### src/rtl/prog_loader_if.sv
// Program-loader bus bundle: image stream in, memory write port out,
// plus CPU hand-off and status. clk and reset stay outside the bundle.
interface prog_loader_if;
  logic        start;
  logic        in_valid;
  logic [15:0] in_data;
  logic        in_last;
  logic        in_ready;
  logic [15:0] maxmem;
  logic [15:0] benchmar;
  logic [15:0] benchmdr;
  logic        benchmrw;
  logic        membench;
  logic        cpu_reset;
  logic        done;
  logic        overflow;
  logic [15:0] word_count;

  // Loader side of the bundle.
  modport master (
    input  start, in_valid, in_data, in_last, maxmem,
    output in_ready, benchmar, benchmdr, benchmrw, membench,
           cpu_reset, done, overflow, word_count
  );

  // Environment side: image source, memory and CPU.
  modport slave (
    output start, in_valid, in_data, in_last, maxmem,
    input  in_ready, benchmar, benchmdr, benchmrw, membench,
           cpu_reset, done, overflow, word_count
  );
endinterface

### src/rtl/prog_loader.sv
// Program loader: streams an image into memory starting at START_ADDR,
// then waits SETTLE_CYCLES cycles before releasing the CPU from reset.
// Each write is registered, so it reaches memory on the edge after its
// accept. Running past maxmem stops the load in ERR with the CPU held.
module prog_loader #(
  parameter logic [15:0] START_ADDR    = 16'd0,
  parameter int unsigned SETTLE_CYCLES = 2
) (
  input  logic          clk,
  input  logic          reset,
  prog_loader_if.master bus
);

  localparam logic [2:0] IDLE   = 3'd0;
  localparam logic [2:0] LOAD   = 3'd1;
  localparam logic [2:0] SETTLE = 3'd2;
  localparam logic [2:0] RUN    = 3'd3;
  localparam logic [2:0] ERR    = 3'd4;

  localparam logic [3:0] SETTLE_LAST = 4'(SETTLE_CYCLES - 1);

  logic [2:0]  state_reg;
  logic [3:0]  settle_cnt_reg;
  logic [16:0] addr_reg;     // one bit wider so it never wraps past 16'hFFFF
  logic [15:0] mar_reg;
  logic [15:0] mdr_reg;
  logic        mrw_reg;
  logic [15:0] wc_reg;
  logic        ovf_reg;

  logic accept;
  logic fits;

  assign accept = (state_reg == LOAD) && bus.in_valid;
  assign fits   = addr_reg <= {1'b0, bus.maxmem};

  // State sequencing; RUN and ERR are only left through reset.
  always_ff @(posedge clk or posedge reset) begin
    if (reset) begin
      state_reg      <= IDLE;
      settle_cnt_reg <= 4'd0;
    end else begin
      case (state_reg)
        IDLE: begin
          if (bus.start) state_reg <= LOAD;
        end
        LOAD: begin
          if (accept) begin
            if (!fits) begin
              state_reg <= ERR;
            end else if (bus.in_last) begin
              state_reg      <= SETTLE;
              settle_cnt_reg <= 4'd0;
            end
          end
        end
        SETTLE: begin
          if (settle_cnt_reg == SETTLE_LAST) state_reg <= RUN;
          else settle_cnt_reg <= settle_cnt_reg + 4'd1;
        end
        RUN:     state_reg <= RUN;
        ERR:     state_reg <= ERR;
        default: state_reg <= IDLE;
      endcase
    end
  end

  // Write port, address counter and status; write enable is a one-cycle
  // pulse per accepted word so nothing is ever written twice.
  always_ff @(posedge clk or posedge reset) begin
    if (reset) begin
      addr_reg <= {1'b0, START_ADDR};
      mar_reg  <= START_ADDR;
      mdr_reg  <= 16'd0;
      mrw_reg  <= 1'b0;
      wc_reg   <= 16'd0;
      ovf_reg  <= 1'b0;
    end else begin
      mrw_reg <= 1'b0;
      if (state_reg == IDLE && bus.start) begin
        addr_reg <= {1'b0, START_ADDR};
        wc_reg   <= 16'd0;
      end
      if (accept && fits) begin
        mar_reg  <= addr_reg[15:0];
        mdr_reg  <= bus.in_data;
        mrw_reg  <= 1'b1;
        addr_reg <= addr_reg + 17'd1;
        wc_reg   <= wc_reg + 16'd1;
      end
      if (accept && !fits) ovf_reg <= 1'b1;
    end
  end

  assign bus.in_ready   = (state_reg == LOAD);
  assign bus.membench   = (state_reg != RUN);
  assign bus.cpu_reset  = (state_reg != RUN);
  assign bus.done       = (state_reg == RUN);
  assign bus.benchmar   = mar_reg;
  assign bus.benchmdr   = mdr_reg;
  assign bus.benchmrw   = mrw_reg;
  assign bus.overflow   = ovf_reg;
  assign bus.word_count = wc_reg;

endmodule

### src/flat_wrapper.sv
// flat-port wrapper written by rule: the top's interface ports become plain ports
module prog_loader_flat 
#(
  parameter logic [15:0] START_ADDR    = 16'd0,
  parameter int unsigned SETTLE_CYCLES = 2
)
  (clk, reset, bus_start, bus_in_valid, bus_in_data, bus_in_last, bus_maxmem, bus_in_ready, bus_benchmar, bus_benchmdr, bus_benchmrw, bus_membench, bus_cpu_reset, bus_done, bus_overflow, bus_word_count);
  prog_loader_if bus_i ();
  input  logic clk;
  input  logic reset;
  input wire logic [$bits(bus_i.start)-1:0] bus_start;
  input wire logic [$bits(bus_i.in_valid)-1:0] bus_in_valid;
  input wire logic [$bits(bus_i.in_data)-1:0] bus_in_data;
  input wire logic [$bits(bus_i.in_last)-1:0] bus_in_last;
  input wire logic [$bits(bus_i.maxmem)-1:0] bus_maxmem;
  output wire logic [$bits(bus_i.in_ready)-1:0] bus_in_ready;
  output wire logic [$bits(bus_i.benchmar)-1:0] bus_benchmar;
  output wire logic [$bits(bus_i.benchmdr)-1:0] bus_benchmdr;
  output wire logic [$bits(bus_i.benchmrw)-1:0] bus_benchmrw;
  output wire logic [$bits(bus_i.membench)-1:0] bus_membench;
  output wire logic [$bits(bus_i.cpu_reset)-1:0] bus_cpu_reset;
  output wire logic [$bits(bus_i.done)-1:0] bus_done;
  output wire logic [$bits(bus_i.overflow)-1:0] bus_overflow;
  output wire logic [$bits(bus_i.word_count)-1:0] bus_word_count;
  assign bus_i.start = bus_start;
  assign bus_i.in_valid = bus_in_valid;
  assign bus_i.in_data = bus_in_data;
  assign bus_i.in_last = bus_in_last;
  assign bus_i.maxmem = bus_maxmem;
  assign bus_in_ready = bus_i.in_ready;
  assign bus_benchmar = bus_i.benchmar;
  assign bus_benchmdr = bus_i.benchmdr;
  assign bus_benchmrw = bus_i.benchmrw;
  assign bus_membench = bus_i.membench;
  assign bus_cpu_reset = bus_i.cpu_reset;
  assign bus_done = bus_i.done;
  assign bus_overflow = bus_i.overflow;
  assign bus_word_count = bus_i.word_count;
  prog_loader #(.START_ADDR(START_ADDR), .SETTLE_CYCLES(SETTLE_CYCLES)) u_core (.clk(clk), .reset(reset), .bus(bus_i));
endmodule
### config.mk
export PLATFORM = sky130hd
export DESIGN_NAME = prog_loader_flat
export DESIGN_NICKNAME = d
export VERILOG_FILES = /design/src/rtl/prog_loader_if.sv /design/src/rtl/prog_loader.sv /design/src/flat_wrapper.sv
export SDC_FILE = /design/constraint.sdc
export NUM_CORES = 1
export LEC_CHECK = 0
export CORE_MARGIN = 2
export CORE_UTILIZATION = 55
export DETAILED_ROUTE_END_ITERATION = 10
export PLACE_DENSITY = 0.87
export SLEW_MARGIN = 25
export SYNTH_ARGS = -nofsm -noshare
export SYNTH_HDL_FRONTEND = slang
export SYNTH_SLANG_ARGS = --single-unit
### constraint.sdc
create_clock -name clk -period 5 [get_ports clk]
set_input_delay 1.5 -clock clk [delete_from_list [all_inputs] [get_ports clk]]
set_output_delay 1.5 -clock clk [all_outputs]
set_load 0.03 [all_outputs]
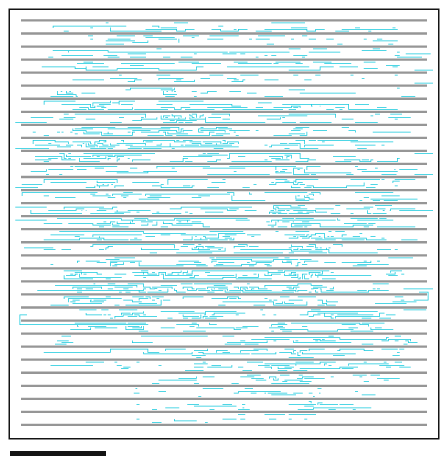
Fig. 1. Metal 1 (run 1).
Scale bar: 20 µm. Supply wires on this layer in gray.
474 nets have wire on it. The layer holds 43% of the routed length. The wires run mostly horizontal. The layer carries 3880 µm of wire.
GR Util met1: 0.3156
Total Wirelength: 9.097 mm

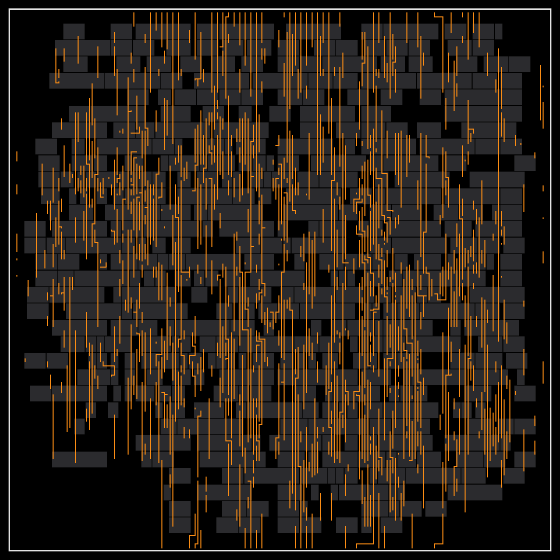
Fig. 2. The metal 2 layer (run 1).
468 nets have wire on it. The longest straight run is 48.3 µm. The wires run mostly vertical. The layer carries 4520 µm of wire.
via count: 3313
GR Util met2: 0.3744

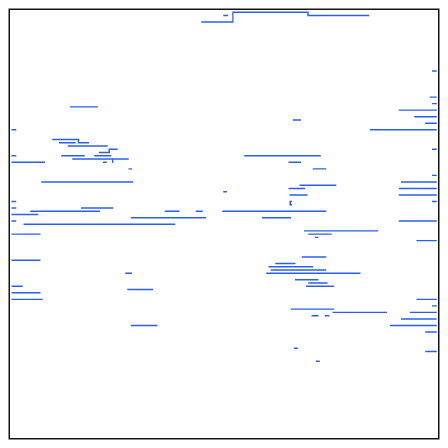
Fig. 3. Signal wires on met3 (run 1).
The longest straight run is 31.3 µm. The layer holds 5.5% of the routed length. 64 nets have wire on it.
met3 usage: 0.04155

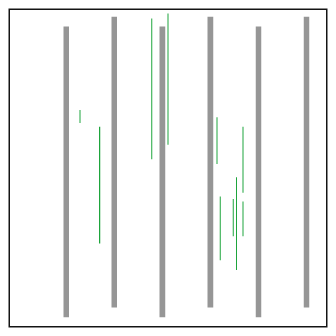
Fig. 4. Met4 routing (run 1).
Supply wires on this layer in gray.
The layer holds 2.3% of the routed length. The layer carries 207 µm of wire. The wires run mostly vertical. 9 nets have wire on it. The longest straight run is 39.4 µm.

==> impl_metrics.py, run 1 <==
# Generated from Yosys and OpenROAD reports
metrics = {
    "synthesis": {
        "netlist_instances": 375,
        "ys_sh_mux": 0.1012,
        "yosys_area_um2": 3994,
        "synthArstFlopShare": 1.000,
        "synth_nets": 432,
        "largest_area_cell": "dfrtp_1",
        "numSynthFlops": 74,
        "ys_types": 47,
        "most_common_cell": "dfrtp_1",
        "syn-cell-area_um2": 3994,
        "ys_cells": 375,
        "synthAoiAreaFrac": 0.1275,
        "yosys.area_share.simple": 0.1933,
        "yosys_warnings": 0,
        "synthTopCellsByCount": "dfrtp_1 (74), mux2_1 (29), nand2_1 (29)",
        "logic_family": "simple AND/OR/NAND/NOR gates",
        "top_cells_by_area": "dfrtp_1 (46%), mux2_1 (8.2%), ha_1 (6.3%)",
        "yosys.area.top_type_share": 0.4637,
        "synthAdderAreaFrac": 0.06266,
        "syn_area_per_cell_um2": 10.65,
        "ys_seq_frac": 0.4637,
        "flop_cell": "dfrtp_1",
        "xor_area_frac": 0.006579,
        "synth-edff-count": 0,
    },
    "floorplan": {
        "fp.dieW_um": 89.22,
        "rows": 31,
        "coreArea_um2": 7137,
        "die-area_um2": 7959,
        "ios": 91,
        "die_h_um": 89.22,
        "taps": 99,
        "fp_util": 0.5596,
    },
    "worst_setup_path": {
        "startpoint_type": "input port",
        "critical_path_class": "input port to register",
        "cpPeakStageDelay_ns": 0.46,
        "path_delay_family": "AND-OR/OR-AND gates",
        "path_buffers": 3,
        "path_cells": "clkdlybuf4s50_1, inv_1, ha_1, nand2_1, o21ai_0, a2111oi_4, a32oi_2, buf_4, a21oi_1, mux2_2",
        "cp-end-kind": "register",
        "crit_path_max_fanout": 32,
        "cp_slowest_cell": "clkdlybuf4s50_1",
        "arrival_ns": 4.27,
        "crit_required_ns": 5.23,
    },
    "flow_run": {
        "warnings": 27,
        "drv_cap": 0,
    },
    "power": {
        "pg_clk_uw": 469,
        "pwr-share-clk": 0.257,
        "combPwrFrac": 0.308,
        "top_power_group": "registers",
        "power_density_nw_per_um2": 351.1,
        "power_frac_seq": 0.435,
        "static-leakage-power_nw": 2.297,
        "vdd_ir_drop_max_v": 0.0002354,
        "comb-power_uw": 562,
        "switchingPower_uw": 606.8,
        "seq_power_uw": 794,
        "p_int_mw": 1.217,
        "p_total_mw": 1.824,
        "sw_frac_of_total": 0.3327,
    },
    "grt": {
        "grt_pass1_vias": 3097,
        "grt_overflow_total": 0,
        "grt.total_usage": 0.2352,
        "antenna_found_initial": 0,
        "grt_first_pass_wirelength_mm": 14.39,
        "grt_max_degree": 38,
    },
    "cells_and_area": {
        "fillCellCount": 516,
        "diodes": 0,
        "nClkBuffers": 10,
        "area_growth_pct": 30.11,
        "area_share_nonclk_buffers": 0.1849,
        "fin_area_um2": 5196,
        "largest_class": "multi-input combinational cells",
        "buffers": 98,
        "regArea_um2": 1852,
        "final_util": 0.7281,
        "comb_area_frac": 0.3785,
        "inverters_excl_clock": 24,
        "final_nets": 524,
        "layout_top_cell": "clkdlybuf4s50_1",
        "largest_register_ff_count": 17,
        "sh_seq_area": 0.3564,
        "drive_gt1_frac": 0.08686,
        "clock_cell_area_share": 0.03901,
        "comb_area_um2": 1967,
        "final_cell_mix": "clkdlybuf4s50_1 (90), dfrtp_1 (74), nand2_1 (29), mux2_1 (29), a221o_1 (24)",
        "final_cells": 571,
        "seq_cells": 74,
        "logic_gates": 260,
    },
    "sta": {
        "finalCritPeriodShare": 0.8068,
        "finalHoldViolCount": 0,
        "report.final.slew_viol_count": 0,
        "max_freq_mhz": 247.9,
        "setup_viol": 0,
        "whs_ns": 0.4679,
        "fin_setup_tns_ns": 0,
        "period_minus_slack_ns": 4.034,
        "relSlewSlack": 0.4914,
        "finClkSkew_ns": 0.01264,
        "worstMarginPinSlew_ns": 0.7618,
        "fin_ws_ns": 0.9658,
        "rsz0062_at_grt": "false",
    },
    "cts": {
        "cts.repair.resized": 0,
        "insertion_delay_ns": 0.35,
        "cts_hold_buf": 0,
        "clockBufferDepth": 2,
        "postCtsSetupRepairBufs": 0,
        "numCtsBuffers": 9,
        "numClockSinks": 74,
        "cts-root-buf": "clkbuf_8",
        "htree_levels": 3,
        "clkTransAtPathRegs_ns": 0.08,
        "cts_tree": "done",
    },
    "placed_design": {
        "place_inst": 555,
        "hpwlAfterDp_mm": 6.338,
        "post-place-ws_ns": 0.6351,
        "routabilityCongestion": 0.9016,
        "dpl_cell_area_um2": 4994,
        "io_buffers": 90,
    },
    "drt": {
        "first_pass_iters": 5,
        "drc": 0,
        "postRouteAntennaNets": 0,
        "detail_route.iter0.violations": 210,
        "drt-vias-per-instance": 5.802,
        "wl_per_cell_um": 15.93,
    },
    "status": {
        "run_status": "complete, no violations",
    },
    "min_path": {
        "min_path_type": "register to register",
    },
}
-- run 1: layer usage --
layer	vias to the layer above	GRT usage	wire (µm)
met4	0	0.1058	206
met1	1597	0.3156	3877
met3	24	0.04155	495
met5	-	0	0
met2	119	0.3744	4517
li1	1573	-	-
-- run 1: final timing paths --
path	slack [ns]	start	depth (start not counted)	to
setup / recovery	0.97	bus_maxmem[8]	10	u_core.settle_cnt_reg[1]
hold / removal	0.47	u_core.bus.overflow	1	u_core.bus.overflow
setup reg to reg	2.12	u_core.addr_reg[6]	8	u_core.settle_cnt_reg[1]
hold reg to reg	0.47	u_core.bus.overflow	1	u_core.bus.overflow
max in group asynchronous	2.62	reset	3	u_core.addr_reg[6]
min in group asynchronous	1.60	reset	2	u_core.bus.benchmdr[3]
--- run 2 (diff from run 1) ---
--- a/config.mk
+++ b/config.mk
@@ -6,9 +6,9 @@
 export NUM_CORES = 1
 export LEC_CHECK = 0
 export CORE_MARGIN = 2
-export CORE_UTILIZATION = 55
+export CORE_UTILIZATION = 46
 export DETAILED_ROUTE_END_ITERATION = 10
-export PLACE_DENSITY = 0.87
+export PLACE_DENSITY = 0.78
 export SLEW_MARGIN = 25
 export SYNTH_ARGS = -nofsm -noshare
 export SYNTH_HDL_FRONTEND = slang
==> constraint.sdc (replaced) <==
create_clock -name clk -period 3.2 [get_ports clk]
set_input_delay 0.96 -clock clk [delete_from_list [all_inputs] [get_ports clk]]
set_output_delay 0.96 -clock clk [all_outputs]
set_load 0.03 [all_outputs]
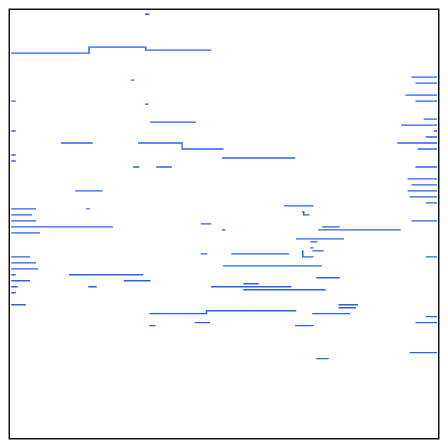
Fig. 5. Signal wires on met3 (run 2).
The layer carries 498 µm of wire. 61 nets have wire on it. The wires run mostly horizontal. The layer holds 4.7% of the routed length.
via count: 3480
met3 usage: 0.03381
Total Wirelength: 10.52 mm

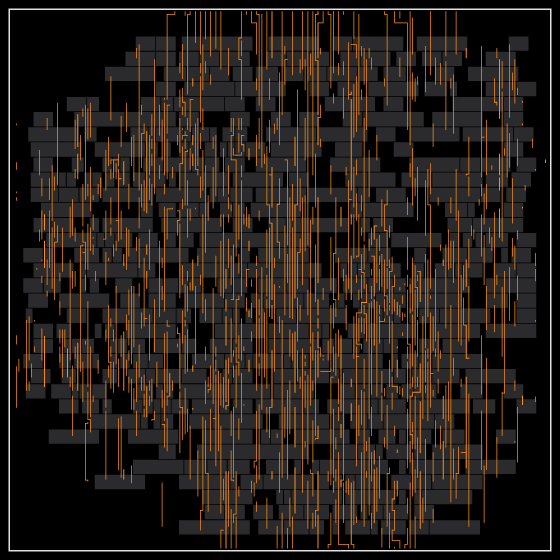
Fig. 6. The metal 2 layer (run 2).
The layer holds 49% of the routed length. The wires run mostly vertical. 498 nets have wire on it. The layer carries 5190 µm of wire. The longest straight run is 42.0 µm.
GR Util met2: 0.3654

==> run 2 against run 1 <==
  * Routed wire length rose by 16%
  * Combinational power rose by 68%
  * Cell area rose by 13%
  * Hold slack improved by 0.022 ns
  * Largest power group unchanged
  * Synthesized cell count did not move
  * Clock-buffer cell count did not move
  * Worst setup slack got worse by 0.95 ns
  * Critical path depth rose by 2
  * Clock power rose by 110%
==> impl_metrics.py, run 2 <==
# Generated from Yosys and OpenROAD reports
metrics = {
    "status": {
        "run_status": "complete, no violations",
    },
    "grt": {
        "grt_pass1_vias": 3524,
        "antenna_found_initial": 0,
        "grt_util_met1": 0.2707,
        "grt_overflow_total": 0,
        "grt_first_pass_wirelength_mm": 16.48,
        "grt.total_usage": 0.2127,
        "grt_max_degree": 35,
        "top_usage_layer": "met2",
    },
    "worst_setup_path": {
        "critPathLaunch": "bus_maxmem[6]",
        "crit_required_ns": 3.44,
        "cp.depth": 12,
        "ff2ff_path_depth": 10,
        "crit_path_max_fanout": 8,
        "cpPeakStageDelay_ns": 0.46,
        "cp_slowest_cell": "clkdlybuf4s50_1",
        "startpoint_type": "input port",
        "reg2reg_from": "u_core.addr_reg[12]",
        "cp-end-kind": "register",
        "path_cells": "clkdlybuf4s50_1, inv_1, ha_4, a21oi_2, o21ai_2, a2111oi_4, a32oi_2, buf_4, nor2_4, buf_12, clkbuf_16, mux2_4",
        "arrival_ns": 3.43,
        "reg2reg_setup_slack_ns": 0.50,
        "setup.worst_path.end": "u_core.bus.benchmar[3]",
        "r2r_end": "u_core.bus.benchmar[3]",
        "path_buffers": 5,
        "critical_path_class": "input port to register",
        "path_delay_family": "buffers and inverters",
    },
    "synthesis": {
        "netlist_instances": 375,
        "ys_sh_mux": 0.1012,
        "ys_seq_frac": 0.4637,
        "numSynthFlops": 74,
        "syn-cell-area_um2": 3994,
        "synthTopCellsByCount": "dfrtp_1 (74), mux2_1 (29), nand2_1 (29)",
        "most_common_cell": "dfrtp_1",
        "ys_types": 47,
        "synth-edff-count": 0,
        "syn_area_per_cell_um2": 10.65,
        "yosys_area_um2": 3994,
        "yosys.area.top_type_share": 0.4637,
        "ys_cells": 375,
        "largest_area_cell": "dfrtp_1",
        "yosys.area_share.simple": 0.1933,
        "synthArstFlopShare": 1.000,
        "synth_nets": 432,
        "synthAoiAreaFrac": 0.1275,
        "synthAdderAreaFrac": 0.06266,
        "flop_cell": "dfrtp_1",
        "top_cells_by_area": "dfrtp_1 (46%), mux2_1 (8.2%), ha_1 (6.3%)",
        "logic_family": "simple AND/OR/NAND/NOR gates",
        "yosys_warnings": 0,
        "xor_area_frac": 0.006579,
    },
    "placed_design": {
        "hpwlAfterDp_mm": 6.771,
        "place_inst": 575,
        "io_buffers": 90,
        "routabilityCongestion": 0.8399,
    },
    "sta": {
        "finalHoldViolCount": 0,
        "relSlewSlack": 0.5897,
        "report.final.slew_viol_count": 0,
        "max_freq_mhz": 314.0,
        "setup_viol": 0,
        "finClkSkew_ns": 0.01022,
        "worstMarginPinSlew_ns": 0.6098,
        "period_minus_slack_ns": 3.184,
        "finalCritPeriodShare": 0.9951,
    },
    "cts": {
        "numClockSinks": 74,
        "cts-root-buf": "clkbuf_8",
        "cts.repair.resized": 2,
        "cts_hold_buf": 0,
        "postCtsSetupRepairBufs": 0,
        "clkTransAtPathRegs_ns": 0.08,
        "clockBufferDepth": 2,
        "htree_levels": 3,
        "numCtsBuffers": 9,
        "insertion_delay_ns": 0.36,
        "cts_tree": "done",
    },
    "drt": {
        "drc": 0,
        "wl_met3_um": 498,
        "route.met2.wl_mm": 5.188,
        "first_pass_iters": 5,
        "drt-vias-per-instance": 5.781,
        "postRouteAntennaNets": 0,
        "wl_per_cell_um": 17.48,
        "wl_met1_mm": 4.652,
        "route.top_layer_used": "met4",
        "detail_route.iter0.violations": 166,
    },
    "cells_and_area": {
        "drive_gt1_frac": 0.1972,
        "area_growth_pct": 46.43,
        "layout_top_cell": "clkdlybuf4s50_1",
        "largest_register_ff_count": 17,
        "final_nets": 549,
        "diodes": 0,
        "final_cell_mix": "clkdlybuf4s50_1 (81), dfrtp_1 (74), nand2_1 (28)",
        "final_cells": 602,
    },
    "power": {
        "combPwrFrac": 0.298,
        "switchingPower_uw": 996.6,
        "vdd_ir_drop_max_v": 0.0003502,
        "p_total_mw": 3.166,
        "comb-power_uw": 944,
        "pwr-share-clk": 0.306,
        "top_power_group": "registers",
        "power_frac_seq": 0.396,
        "pg_clk_uw": 969,
        "sw_frac_of_total": 0.3148,
        "seq_power_mw": 1.25,
        "power_density_nw_per_um2": 541.4,
        "static-leakage-power_nw": 2.597,
        "p_int_mw": 2.170,
    },
    "flow_run": {
        "warnings": 27,
        "drv_cap": 0,
    },
    "floorplan": {
        "fp.dieW_um": 97.18,
        "ios": 91,
        "die-area_um2": 9444,
        "fp_util": 0.4812,
        "rows": 33,
        "coreArea_um2": 8299,
        "die_h_um": 97.18,
    },
    "min_path": {
        "hold_path_depth": 1,
        "min_path_type": "register to register",
        "hp-start": "u_core.bus.benchmar[12]",
        "hold_end": "u_core.bus.benchmar[12]",
    },
}
[run 2: cell counts after synthesis]
No cell type changed its count.
[run 2: metrics by stage]
step,utilization,hold slack (ns),setup TNS (ns),cell area [µm²],worst slack (ns)
6_report,0.7047,0.4899,0,5848,0.01560
5_1_grt,0.7047,0.5120,-0.3933,5848,-0.02922
4_1_cts,0.6552,0.4928,0,5438,0.007476
3_5_place_dp,0.6228,0.4737,-22.26,5169,-0.4061
3_3_place_gp,0.6228,0.4609,-19.89,5169,-0.3333
2_1_floorplan,-,0.4926,0,3994,0.1516
[run 2: cell type report]
type / instances / area (µm²)
clock inverter: 6 / 137.6
inverter: 24 / 90.09
sequential: 74 / 1852
clock buffer: 10 / 127.6
multi-input combinational: 260 / 2137
fill: 563 / 2451
tap: 105 / 131.4
timing repair buffer: 123 / 1373
Power and IR drop assume default switching activity.
